pinout.png
Scale bar: 20 um. Pins as bars across the die edge, other pins in grey.
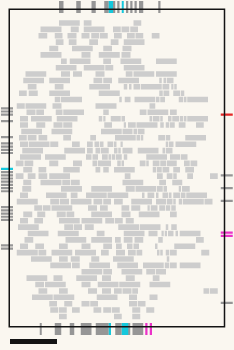
clock_nets.png
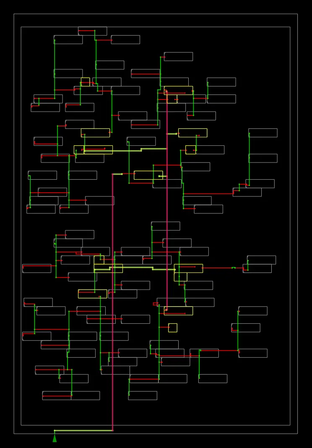
closeup.png
Scale bar: 5 um. Region (36, 84) to (56, 104) um. Cells in grey, sequential cells in the stronger grey; small squares are vias.
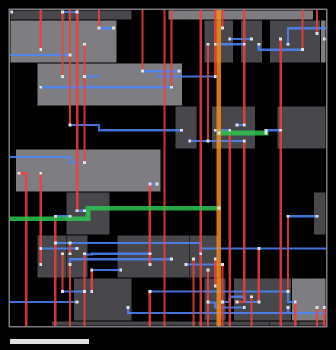
**config.mk**
```make
export PLATFORM = sky130hd
export DESIGN_NAME = apu_reg_writer
export DESIGN_NICKNAME = d
export VERILOG_FILES = /design/src/rtl/apu_pkg.sv /design/src/rtl/apu_frame_timer.sv /design/src/rtl/apu_reg_writer.sv
export SDC_FILE = /design/constraint.sdc
export NUM_CORES = 1
export LEC_CHECK = 0
export CORE_ASPECT_RATIO = 1.5
export CORE_MARGIN = 2
export CORE_UTILIZATION = 33
export DETAILED_ROUTE_END_ITERATION = 10
export GPL_TIMING_DRIVEN = 1
export PLACE_DENSITY = 0.58
export SLEW_MARGIN = 20
export SYNTH_ARGS = -nofsm -noshare
export SYNTH_HDL_FRONTEND = slang
export SYNTH_SLANG_ARGS = --single-unit
```
**constraint.sdc**
```tcl
create_clock -name apu_clk -period 2 [get_ports apu_clk]
set_input_delay 0.2 -clock apu_clk [delete_from_list [all_inputs] [get_ports apu_clk]]
set_output_delay 0.2 -clock apu_clk [all_outputs]
set_load 0.02 [all_outputs]
```
**src/rtl/apu_pkg.sv**
```systemverilog
// Shared constants and types for the APU host register writer.
package apu_pkg;

    localparam int unsigned DATA_W   = 8;
    localparam int unsigned ADDR_W   = 3;
    localparam int unsigned ERR_W    = 4;
    localparam int unsigned NUM_REGS = 8;

    // Header byte layout: [7:5] sync, [4] auto-increment, [3] reserved, [2:0] address.
    localparam int unsigned HDR_SYNC_MSB = 7;
    localparam int unsigned HDR_SYNC_LSB = 5;
    localparam int unsigned HDR_AINC_BIT = 4;
    localparam int unsigned HDR_ADDR_MSB = 2;
    localparam int unsigned HDR_ADDR_LSB = 0;

    localparam logic [2:0] SYNC_PAT = 3'b101;

    // reg_3 of each pulse channel; writes here restart the channel.
    localparam logic [ADDR_W-1:0] ADDR_P1_R3 = 3'd3;
    localparam logic [ADDR_W-1:0] ADDR_P2_R3 = 3'd7;

    typedef enum logic {
        IDLE      = 1'b0,
        WAIT_DATA = 1'b1
    } state_t;

endpackage

```
**src/rtl/apu_frame_timer.sv**
```systemverilog
// Inter-byte timeout counter for host-link frame parsers.
module apu_frame_timer #(
    parameter int unsigned TIMEOUT = 5000,
    parameter int unsigned TMR_W   = 13
) (
    input  logic clk,
    input  logic rst_n,
    input  logic clear,
    input  logic enable,
    output logic expired
);

    logic [TMR_W-1:0] tmr_q, tmr_d;
    logic             expired_q, expired_d;

    // Clear wins over enable; expired flags a count of TIMEOUT-1.
    always_comb begin
        tmr_d = tmr_q;
        if (clear) begin
            tmr_d = '0;
        end else if (enable) begin
            tmr_d = tmr_q + TMR_W'(1);
        end
        expired_d = (tmr_d == TMR_W'(TIMEOUT - 1));
    end

    // Counter and registered expiry flag.
    always_ff @(posedge clk or negedge rst_n) begin
        if (!rst_n) begin
            tmr_q     <= '0;
            expired_q <= 1'b0;
        end else begin
            tmr_q     <= tmr_d;
            expired_q <= expired_d;
        end
    end

    assign expired = expired_q;

endmodule

```
**src/rtl/apu_reg_writer.sv**
```systemverilog
// Decodes framed UART bytes into pulse channel register writes.
module apu_reg_writer
    import apu_pkg::*;
#(
    parameter int unsigned TIMEOUT = 5000,
    parameter int unsigned TMR_W   = 13
) (
    input  logic              apu_clk,
    input  logic              rst_n,
    input  logic [DATA_W-1:0] rx_data,
    input  logic              rx_valid,
    output logic [DATA_W-1:0] p1_reg_0,
    output logic [DATA_W-1:0] p1_reg_1,
    output logic [DATA_W-1:0] p1_reg_2,
    output logic [DATA_W-1:0] p1_reg_3,
    output logic [DATA_W-1:0] p2_reg_0,
    output logic [DATA_W-1:0] p2_reg_1,
    output logic [DATA_W-1:0] p2_reg_2,
    output logic [DATA_W-1:0] p2_reg_3,
    output logic              p1_change,
    output logic              p2_change,
    output logic              busy,
    output logic [ERR_W-1:0]  err_count
);

    state_t            state_q, state_d;
    logic [ADDR_W-1:0] addr_q, addr_d;
    logic              ainc_q, ainc_d;
    logic [DATA_W-1:0] regs_q [NUM_REGS];
    logic [DATA_W-1:0] regs_d [NUM_REGS];
    logic              p1_change_q, p1_change_d;
    logic              p2_change_q, p2_change_d;
    logic              busy_q, busy_d;
    logic [ERR_W-1:0]  err_q, err_d;
    logic              tmr_clear, tmr_en, tmr_expired;

    apu_frame_timer #(
        .TIMEOUT (TIMEOUT),
        .TMR_W   (TMR_W)
    ) u_timer (
        .clk     (apu_clk),
        .rst_n   (rst_n),
        .clear   (tmr_clear),
        .enable  (tmr_en),
        .expired (tmr_expired)
    );

    // Frame parser: header decode, data writes, toggles, timeout abandon.
    always_comb begin
        state_d     = state_q;
        addr_d      = addr_q;
        ainc_d      = ainc_q;
        regs_d      = regs_q;
        p1_change_d = p1_change_q;
        p2_change_d = p2_change_q;
        err_d       = err_q;
        tmr_clear   = 1'b0;
        tmr_en      = 1'b0;
        case (state_q)
            IDLE: begin
                if (rx_valid) begin
                    if (rx_data[HDR_SYNC_MSB:HDR_SYNC_LSB] == SYNC_PAT) begin
                        addr_d    = rx_data[HDR_ADDR_MSB:HDR_ADDR_LSB];
                        ainc_d    = rx_data[HDR_AINC_BIT];
                        tmr_clear = 1'b1;
                        state_d   = WAIT_DATA;
                    end else if (err_q != '1) begin
                        err_d = err_q + ERR_W'(1);
                    end
                end
            end
            WAIT_DATA: begin
                // A byte on the expiry cycle still counts as data.
                if (rx_valid) begin
                    regs_d[addr_q] = rx_data;
                    if (addr_q == ADDR_P1_R3) p1_change_d = ~p1_change_q;
                    if (addr_q == ADDR_P2_R3) p2_change_d = ~p2_change_q;
                    if (ainc_q) begin
                        addr_d    = addr_q + ADDR_W'(1);
                        tmr_clear = 1'b1;
                    end else begin
                        state_d = IDLE;
                    end
                end else if (tmr_expired) begin
                    state_d = IDLE;
                end else begin
                    tmr_en = 1'b1;
                end
            end
            default: state_d = IDLE;
        endcase
        busy_d = (state_d == WAIT_DATA);
    end

    // Parser state, register bank and status flops.
    always_ff @(posedge apu_clk or negedge rst_n) begin
        if (!rst_n) begin
            state_q     <= IDLE;
            addr_q      <= '0;
            ainc_q      <= 1'b0;
            p1_change_q <= 1'b0;
            p2_change_q <= 1'b0;
            busy_q      <= 1'b0;
            err_q       <= '0;
            for (int i = 0; i < NUM_REGS; i++) regs_q[i] <= '0;
        end else begin
            state_q     <= state_d;
            addr_q      <= addr_d;
            ainc_q      <= ainc_d;
            p1_change_q <= p1_change_d;
            p2_change_q <= p2_change_d;
            busy_q      <= busy_d;
            err_q       <= err_d;
            for (int i = 0; i < NUM_REGS; i++) regs_q[i] <= regs_d[i];
        end
    end

    assign p1_reg_0  = regs_q[0];
    assign p1_reg_1  = regs_q[1];
    assign p1_reg_2  = regs_q[2];
    assign p1_reg_3  = regs_q[3];
    assign p2_reg_0  = regs_q[4];
    assign p2_reg_1  = regs_q[5];
    assign p2_reg_2  = regs_q[6];
    assign p2_reg_3  = regs_q[7];
    assign p1_change = p1_change_q;
    assign p2_change = p2_change_q;
    assign busy      = busy_q;
    assign err_count = err_q;

endmodule

```
==> out/qor.yml <==
outcome:
  status: "completed"
power_and_ir_drop:
  clkPwrFrac_pct: 21.2
  power_switching_share_pct: 34.6
  int_power_mw: 4.93
  power_per_cell_area_nw_per_um2: 1440
  seq-power_mw: 2.90
setup_path:
  worst-path-max-fanout: 6
  crit_required_ps: 2240
  max_stage_delay_cell_worst_path: "sky130_fd_sc_hd__or4_1"
  timing.setup.critical_path_class: "reg2reg"
  worst-path-stages: 6
  cp_data_arrival_time_ps: 2040
  worst_setup_path_endpoint: "u_timer.expired"
  worstReg2RegStart: "u_timer.tmr_q[1]"
global_route:
  first_global_vias: 2803
  globalRouteMet2Util_pct: 26.6
  globalRouteMet1Util_pct: 17.2
  globalRouteMet3Util_pct: 3.91
  global_routing_usage_summed_across_all_routing_layers_pct: 15.2
timing:
  timing_max_transition_violations_final: 0
  layout_min_cycle_time_ps: 1790
  period_utilization_pct: 89.6
final_layout:
  ff_latch_area_sq_um: 2230
  area_delta_synth_final_pct: 38.9
  layout.nonclk_buf_share_pct: 19.6
  largest_register_ff_count: 13
  final_core_util_pct: 47.2
  combGateArea_sq_um: 1490
  drive_gt1_share_pct: 29.4
  comb_cells: 180
  inverters_excl_clock: 2
  final.signal_buffer_count: 108
synthesis:
  number_of_cells_in_yosys_stat: 279
  synth_chip_area_sq_um: 3760
  async_reset_ff_share_pct: 100
  yosysSeqAreaShare_pct: 59.2
  synthTopLogicFamily: "multiplexers"
  netlist.top_cell.by_area: "sky130_fd_sc_hd__dfrtp_1"
clock_network:
  htree_num_levels: 3
  clockBufferDepth: 2
  clockRootBuffer: "sky130_fd_sc_hd__clkbuf_16"
routing:
  initialDrtViolationCount: 79
  detail_route.wirelength_um: 8960
  highest_layer: "met4"
  first_pass_iters: 4
  wire_per_inst_um: 16.5
placed_design:
  postPlaceCellArea_sq_um: 4930
About pinout.png:
Key: magenta = `err_count` [pins 4, direction output, edge 2 bottom, 2 right]; red = `p2_change` [pins 1, direction output, edge right]; cyan = `p1_reg_1` [pins 8, direction output, edge 4 bottom, 3 top, 1 left]
All pins by edge: 32 bottom, 24 left, 19 top, 7 right.
Die H: 135 um
DIE WIDTH: 91.2 um
Port Buffer Count: 81

About clock_nets.png:
latest clock arrival within the worst-skew pair: 330 ps
Clock Buffer Count: 9
clk_skew: 9.41 ps
number of flip-flops and latches: 89
total clock sinks: 89

About closeup.png:
Key: orange = M4; green = M3; blue = M1; red = M2
Netlist names of flops here include `p1_reg_1` (2), `addr_q` (1). Most frequent: dfrtp_1 (3). Sequential cells in the window: 3. 16 logic cells have their middle in the window.

